### Routed metal per tile

35 x 35 tiles, from black (low) to pale yellow (high), scaled to the fullest tile. Values are wire area over tile area, all layers added.
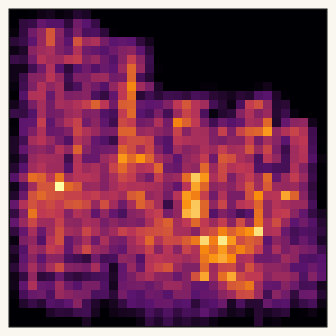
### Selected gate families

The bar under the picture is 50 µm long.
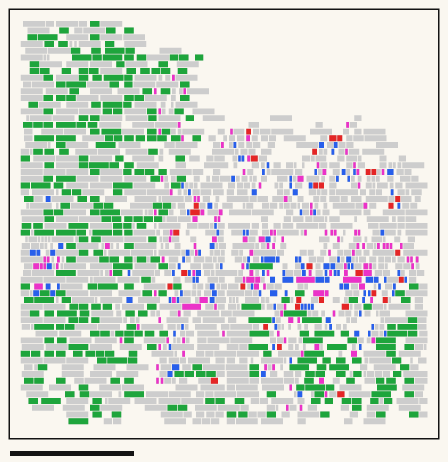
===== config.mk =====
export PLATFORM = sky130hd
export DESIGN_NAME = horner_datapath
export DESIGN_NICKNAME = d
export VERILOG_FILES = /design/src/rtl/horner_pkg.sv /design/src/rtl/booth_serial_mult.sv /design/src/rtl/horner_datapath.sv
export SDC_FILE = /design/constraint.sdc
export NUM_CORES = 1
export LEC_CHECK = 0
export CORE_MARGIN = 4
export CORE_UTILIZATION = 60
export CTS_CLUSTER_DIAMETER = 150
export CTS_CLUSTER_SIZE = 40
export DETAILED_ROUTE_END_ITERATION = 10
export GPL_TIMING_DRIVEN = 0
export PLACE_DENSITY = 0.89
export SLEW_MARGIN = 40
export SYNTH_ARGS = -nofsm -noshare
export SYNTH_HDL_FRONTEND = slang
export SYNTH_HIERARCHICAL = 1
export SYNTH_SLANG_ARGS = --single-unit

===== constraint.sdc =====
create_clock -name clk -period 9.5 [get_ports clk]
set_clock_uncertainty 0.05 [all_clocks]
set_input_delay 1.425 -clock clk [delete_from_list [all_inputs] [get_ports clk]]
set_output_delay 1.425 -clock clk [all_outputs]
set_load 0.02 [all_outputs]

===== src/rtl/horner_pkg.sv =====
// Shared constants and helpers for the Horner polynomial datapath.
// Latency: n/a (declarations only).
// Backpressure: n/a.
package horner_pkg;

    localparam int DW          = 16;   // sample, coefficient and accumulator width
    localparam int NCOEF       = 11;   // degree + 1
    localparam int STEP_CYCLES = 16;   // one Booth bit per cycle over a DW-bit multiplier
    localparam int FRAC_X      = 15;   // x is Q1.15
    localparam int FRAC_C      = 12;   // coefficients and acc are Q4.12

    localparam logic signed [DW-1:0] SAT_MAX = 16'sh7FFF;
    localparam logic signed [DW-1:0] SAT_MIN = 16'sh8000;

    typedef logic [3:0] cidx_t;

    localparam cidx_t NCOEF_IDX = cidx_t'(NCOEF);

    // Clamp the 18-bit step sum back into the Q4.12 accumulator range.
    function automatic logic signed [DW-1:0] sat_acc(input logic signed [DW+1:0] v);
        logic signed [DW+1:0] w_hi;
        logic signed [DW+1:0] w_lo;
        w_hi = {2'b00, SAT_MAX};
        w_lo = {2'b11, SAT_MIN};
        if (v > w_hi) begin
            return SAT_MAX;
        end else if (v < w_lo) begin
            return SAT_MIN;
        end else begin
            return v[DW-1:0];
        end
    endfunction

endpackage


===== src/rtl/booth_serial_mult.sv =====
// Bit-serial signed DWxDW radix-2 Booth multiplier, multiplier bits scanned LSB first.
// Latency: 16 enabled cycles; o_product is the full product combinationally while o_done is high.
// Backpressure: i_en low freezes phase and partial product; i_start clears both.
// Ports: i_clk, i_rst_n (async active-low), i_start, i_en, i_a (multiplicand),
//        i_b (multiplier), o_done (phase 15 and enabled), o_product (2*DW signed).
module booth_serial_mult
    import horner_pkg::*;
(
    input  logic                   i_clk,
    input  logic                   i_rst_n,
    input  logic                   i_start,
    input  logic                   i_en,
    input  logic signed [DW-1:0]   i_a,
    input  logic signed [DW-1:0]   i_b,
    output logic                   o_done,
    output logic signed [2*DW-1:0] o_product
);

    logic        [3:0]      r_phase;
    logic signed [2*DW-1:0] r_part;

    logic                   w_prev;
    logic signed [2*DW-1:0] w_a_ext;
    logic signed [2*DW-1:0] w_shift;
    logic signed [2*DW-1:0] w_term;
    logic signed [2*DW-1:0] w_sum;

    // Booth pair (b[i], b[i-1]) with b[-1] = 0. The MSB pair subtracts 2^15*a,
    // which supplies the negative weight of the sign bit.
    assign w_prev  = (r_phase == 4'd0) ? 1'b0 : i_b[r_phase - 4'd1];
    assign w_a_ext = {{DW{i_a[DW-1]}}, i_a};
    assign w_shift = w_a_ext <<< r_phase;

    always_comb begin
        w_term = '0;
        case ({i_b[r_phase], w_prev})
            2'b01:   w_term = w_shift;
            2'b10:   w_term = -w_shift;
            default: w_term = '0;
        endcase
    end

    assign w_sum     = r_part + w_term;
    assign o_product = w_sum;
    assign o_done    = i_en && (r_phase == 4'(STEP_CYCLES - 1));

    always_ff @(posedge i_clk or negedge i_rst_n) begin
        if (!i_rst_n) begin
            r_phase <= '0;
            r_part  <= '0;
        end else if (i_start) begin
            r_phase <= '0;
            r_part  <= '0;
        end else if (i_en) begin
            r_phase <= r_phase + 4'd1;
            // The finished product is consumed this cycle; start the next step clean.
            r_part  <= o_done ? '0 : w_sum;
        end
    end

endmodule


===== src/rtl/horner_datapath.sv =====
// Horner evaluator: acc <- sat(acc*x + c[k]) per 16-cycle step over 11 coefficients.
// Latency: srdyo -> y_vld 1 cycle; full evaluation 198 cycles under the control schedule.
// Backpressure: none; sum_en low stalls the serial multiplier, steps past the 11th are ignored.
// Ports: clk, GlobalReset (async active-low), srdyi/x_in (sample), coeff_sel/sum_rst/sum_en
//        (step control), srdyo (capture), coeff_we/coeff_waddr/coeff_wdata (coefficient file),
//        y_out/y_vld (result), busy.
module horner_datapath
    import horner_pkg::*;
(
    input  logic          clk,
    input  logic          GlobalReset,
    input  logic          srdyi,
    input  logic [DW-1:0] x_in,
    input  logic [3:0]    coeff_sel,
    input  logic          sum_rst,
    input  logic          sum_en,
    input  logic          srdyo,
    input  logic          coeff_we,
    input  logic [3:0]    coeff_waddr,
    input  logic [DW-1:0] coeff_wdata,
    output logic [DW-1:0] y_out,
    output logic          y_vld,
    output logic          busy
);

    logic signed [DW-1:0] r_coef [NCOEF];
    logic signed [DW-1:0] r_x;
    logic signed [DW-1:0] r_acc;
    cidx_t                r_step;
    logic                 r_busy;
    logic        [DW-1:0] r_y_out;
    logic                 r_y_vld;

    logic                   w_mul_en;
    logic                   w_done;
    logic signed [2*DW-1:0] w_prod;
    logic signed [DW-1:0]   w_coef;
    logic signed [DW:0]     w_p;
    logic signed [DW+1:0]   w_sum;

    // sum_rst wins over sum_en; once all steps are done the multiplier is frozen.
    assign w_mul_en = sum_en && !sum_rst && (r_step < NCOEF_IDX);

    booth_serial_mult u_mult (
        .i_clk     (clk),
        .i_rst_n   (GlobalReset),
        .i_start   (sum_rst),
        .i_en      (w_mul_en),
        .i_a       (r_acc),
        .i_b       (r_x),
        .o_done    (w_done),
        .o_product (w_prod)
    );

    // Out-of-range selects read as zero.
    assign w_coef = (coeff_sel < NCOEF_IDX) ? r_coef[coeff_sel] : '0;

    // Q4.12 * Q1.15 = Q5.27; dropping FRAC_X bits with floor returns to Q5.12.
    assign w_p   = w_prod[2*DW-1:FRAC_X];
    assign w_sum = {w_p[DW], w_p} + {{2{w_coef[DW-1]}}, w_coef};

    always_ff @(posedge clk or negedge GlobalReset) begin
        if (!GlobalReset) begin
            for (int i = 0; i < NCOEF; i++) begin
                r_coef[i] <= '0;
            end
        end else if (coeff_we && (coeff_waddr < NCOEF_IDX)) begin
            r_coef[coeff_waddr] <= coeff_wdata;
        end
    end

    always_ff @(posedge clk or negedge GlobalReset) begin
        if (!GlobalReset) begin
            r_x     <= '0;
            r_acc   <= '0;
            r_step  <= '0;
            r_busy  <= 1'b0;
            r_y_out <= '0;
            r_y_vld <= 1'b0;
        end else begin
            if (srdyi) begin
                r_x <= x_in;
            end

            if (sum_rst) begin
                r_acc  <= '0;
                r_step <= '0;
                r_busy <= 1'b1;
            end else if (w_done) begin
                r_acc  <= sat_acc(w_sum);
                r_step <= r_step + 4'd1;
                if (r_step == NCOEF_IDX - 4'd1) begin
                    r_busy <= 1'b0;
                end
            end

            // Captures whatever acc holds, finished or not.
            if (srdyo) begin
                r_y_out <= r_acc;
            end
            r_y_vld <= srdyo;
        end
    end

    assign y_out = r_y_out;
    assign y_vld = r_y_vld;
    assign busy  = r_busy;

endmodule


==> flow_metrics.py <==
# Physical implementation metrics
metrics = {
    "finish": {
        "buf_share_pct": 6.40,
        "area_delta_synth_final_pct": 8.78,
        "largest_reg_flops": 176,
        "drive_gt1_share_pct": 22.2,
        "final_common_cell": "dfrtp_1",
        "diodes": 0,
        "seq_share_pct": 37.5,
        "fin_cells": 1849,
        "fin_util_pct": 66.0,
        "n_all_buffers": 156,
        "comb_cells": 1051,
        "comb_share_pct": 51.6,
        "nClkBuffers": 11,
        "final-comb-area_um2": 9160,
        "largest_cell_class": "logic gates",
        "inv_count": 21,
        "regMostFlops": "r_coef",
        "seq_cells": 266,
        "final-clk-cell-share_pct": 1.61,
        "flop_area_um2": 6660,
        "fin_area_um2": 17700,
        "lay_top_cells": "266 x dfrtp_1, 219 x mux2_2, 102 x nor2_1",
        "final_nets": 1610,
        "reg_top3": "r_coef (176), u_mult/r_part (32)",
        "fill_cells": 1906,
    },
    "critical_path": {
        "critPathSlowestCell": "or4_4",
        "cpLargestDelayFamily": "AND-OR/OR-AND gates",
        "end_kind": "register",
        "slowest_delay_ns": 0.53,
        "startpoint_type": "register",
        "cp_num_cells": 29,
        "worstSetupEndpoint": "r_acc[8]",
        "reg2reg_to": "r_acc[8]",
        "worstPathArrival_ns": 8.98,
        "rr_startpoint": "u_mult/r_phase[2]",
        "r2r_slack_ns": 0.85,
        "ff2ff_path_depth": 29,
        "criticalPathCategory": "reg -> reg",
        "cpMostUsedCell": "o21ai_0",
        "path_max_fanout": 10,
        "worstSetupStartpoint": "u_mult/r_phase[2]",
        "worstPathRequired_ns": 9.83,
        "critical_path_buf_inv_count": 6,
    },
    "clock_tree": {
        "clock_path_buffers": 3,
        "numCtsBuffers": 10,
        "hold_buffers": 0,
        "tritoncts": "done",
        "htreeDepth": 1,
        "clkTransAtPathRegs_ns": 0.14,
        "cts_setup_buffers": 0,
        "clk_latency_ns": 0.52,
        "cts_resized": 0,
        "root_buffer": "clkbuf_16",
        "clock-sinks": 266,
    },
    "grt": {
        "grt_pass1_vias": 12200,
        "antenna_found_initial": 0,
        "grt_pass1_wl_mm": 64.7,
        "grt_usage_pct": 26.0,
        "grt_max_degree": 74,
        "overflow": 0,
    },
    "synthesis": {
        "syn_area_um2": 16300,
        "avgSynthCellArea_um2": 11.4,
        "mappedNetlistNets": 1536,
        "yosysWarningCount": 6,
        "syn_inst": 1432,
    },
    "power": {
        "p_leak_nw": 7.94,
        "p_total_mw": 2.55,
        "power_density_nw_per_um2": 144,
        "irDropWorstVdd_uv": 229,
    },
    "sta": {
        "setup_violations": 0,
        "hold_violations": 0,
        "min_period_ns": 8.65,
        "relSlewSlack_pct": 44.6,
        "fin_crit_sh_pct": 91.0,
        "fmax_mhz": 116,
        "maxSlewViolCount": 0,
        "hold_slack_ns": 0.467,
        "fin_ws_ns": 0.852,
        "grt_setup_unrepaired": "false",
        "fin_tns_setup_ns": 0,
        "worst_slew_pin_slew_ns": 0.831,
    },
    "place": {
        "place_area_um2": 17500,
        "pre_cts_ws_ns": 0.309,
        "dp_hpwl_mm": 29.5,
        "place.gp.congestion": 0.946,
        "placedCellCount": 1836,
        "io_buffers": 59,
    },
    "detailed_routing": {
        "antenna_left": 0,
        "via_count": 11900,
        "wl_mm": 39.0,
        "drtIter0Drc": 1030,
        "avgViaCountPerCell": 6.41,
        "drc": 0,
        "dr.pass1.iters": 5,
        "detail_route.wl_per_cell_um": 21.1,
    },
    "flow_run": {
        "drv_cap": 0,
        "warnings": 29,
    },
    "floorplan": {
        "die_h_um": 173,
        "die_x_um": 173,
        "chip_area_um2": 29900,
        "ios": 65,
        "core-area_um2": 26900,
        "nWellTaps": 341,
        "fp-utilization_pct": 60.7,
        "rows": 60,
    },
    "outcome": {
        "outcome": "finished clean",
    },
    "worst_hold_path": {
        "holdCritPathClass": "reg -> reg",
        "hp-start": "r_coef[129]",
    },
}
## Picture notes: 'Routed metal per tile'
tiles over half the peak: 17%
emptiest ninth of the die: upper right
nearly empty tiles: 20%
fullest tile: 0.71
mean over tiles: 0.21

## Picture notes: 'Selected gate families'
legend:
  blue:
    family: nand cells
    cells: 128
  red:
    family: and/or cells
    cells: 31
  green:
    family: mux cells
    cells: 324
    where: all over the die
  magenta:
    family: nor cells
    cells: 137

-- routing by layer --
layer / GRT usage (%) / share of wire (%) / up-vias
met5: 0 / 0 / -
li1: - / - / 5472
met2: 46.1 / 52 / 342
met3: 2.78 / 4.3 / 75
met1: 34.3 / 41 / 5961
met4: 7.32 / 2.6 / 0
-- report_power, final --
part	internal, mW	switching [mW]
Combinational	0.312	0.275
Clock	0.202	0.348
Sequential	1.31	0.0999
Total	1.83	0.724
-- worst min path at each step --
stage,to,slack [ns],depth (start not counted)
floorplan,u_mult/r_part[13],0.42,1
global placement,r_coef[150],0.43,1
detailed placement,r_coef[143],0.44,1
CTS,r_coef[129],0.47,1
global route,r_coef[139],0.49,1
finish,r_coef[129],0.47,1
Power is estimated from default activity; no workload was simulated.
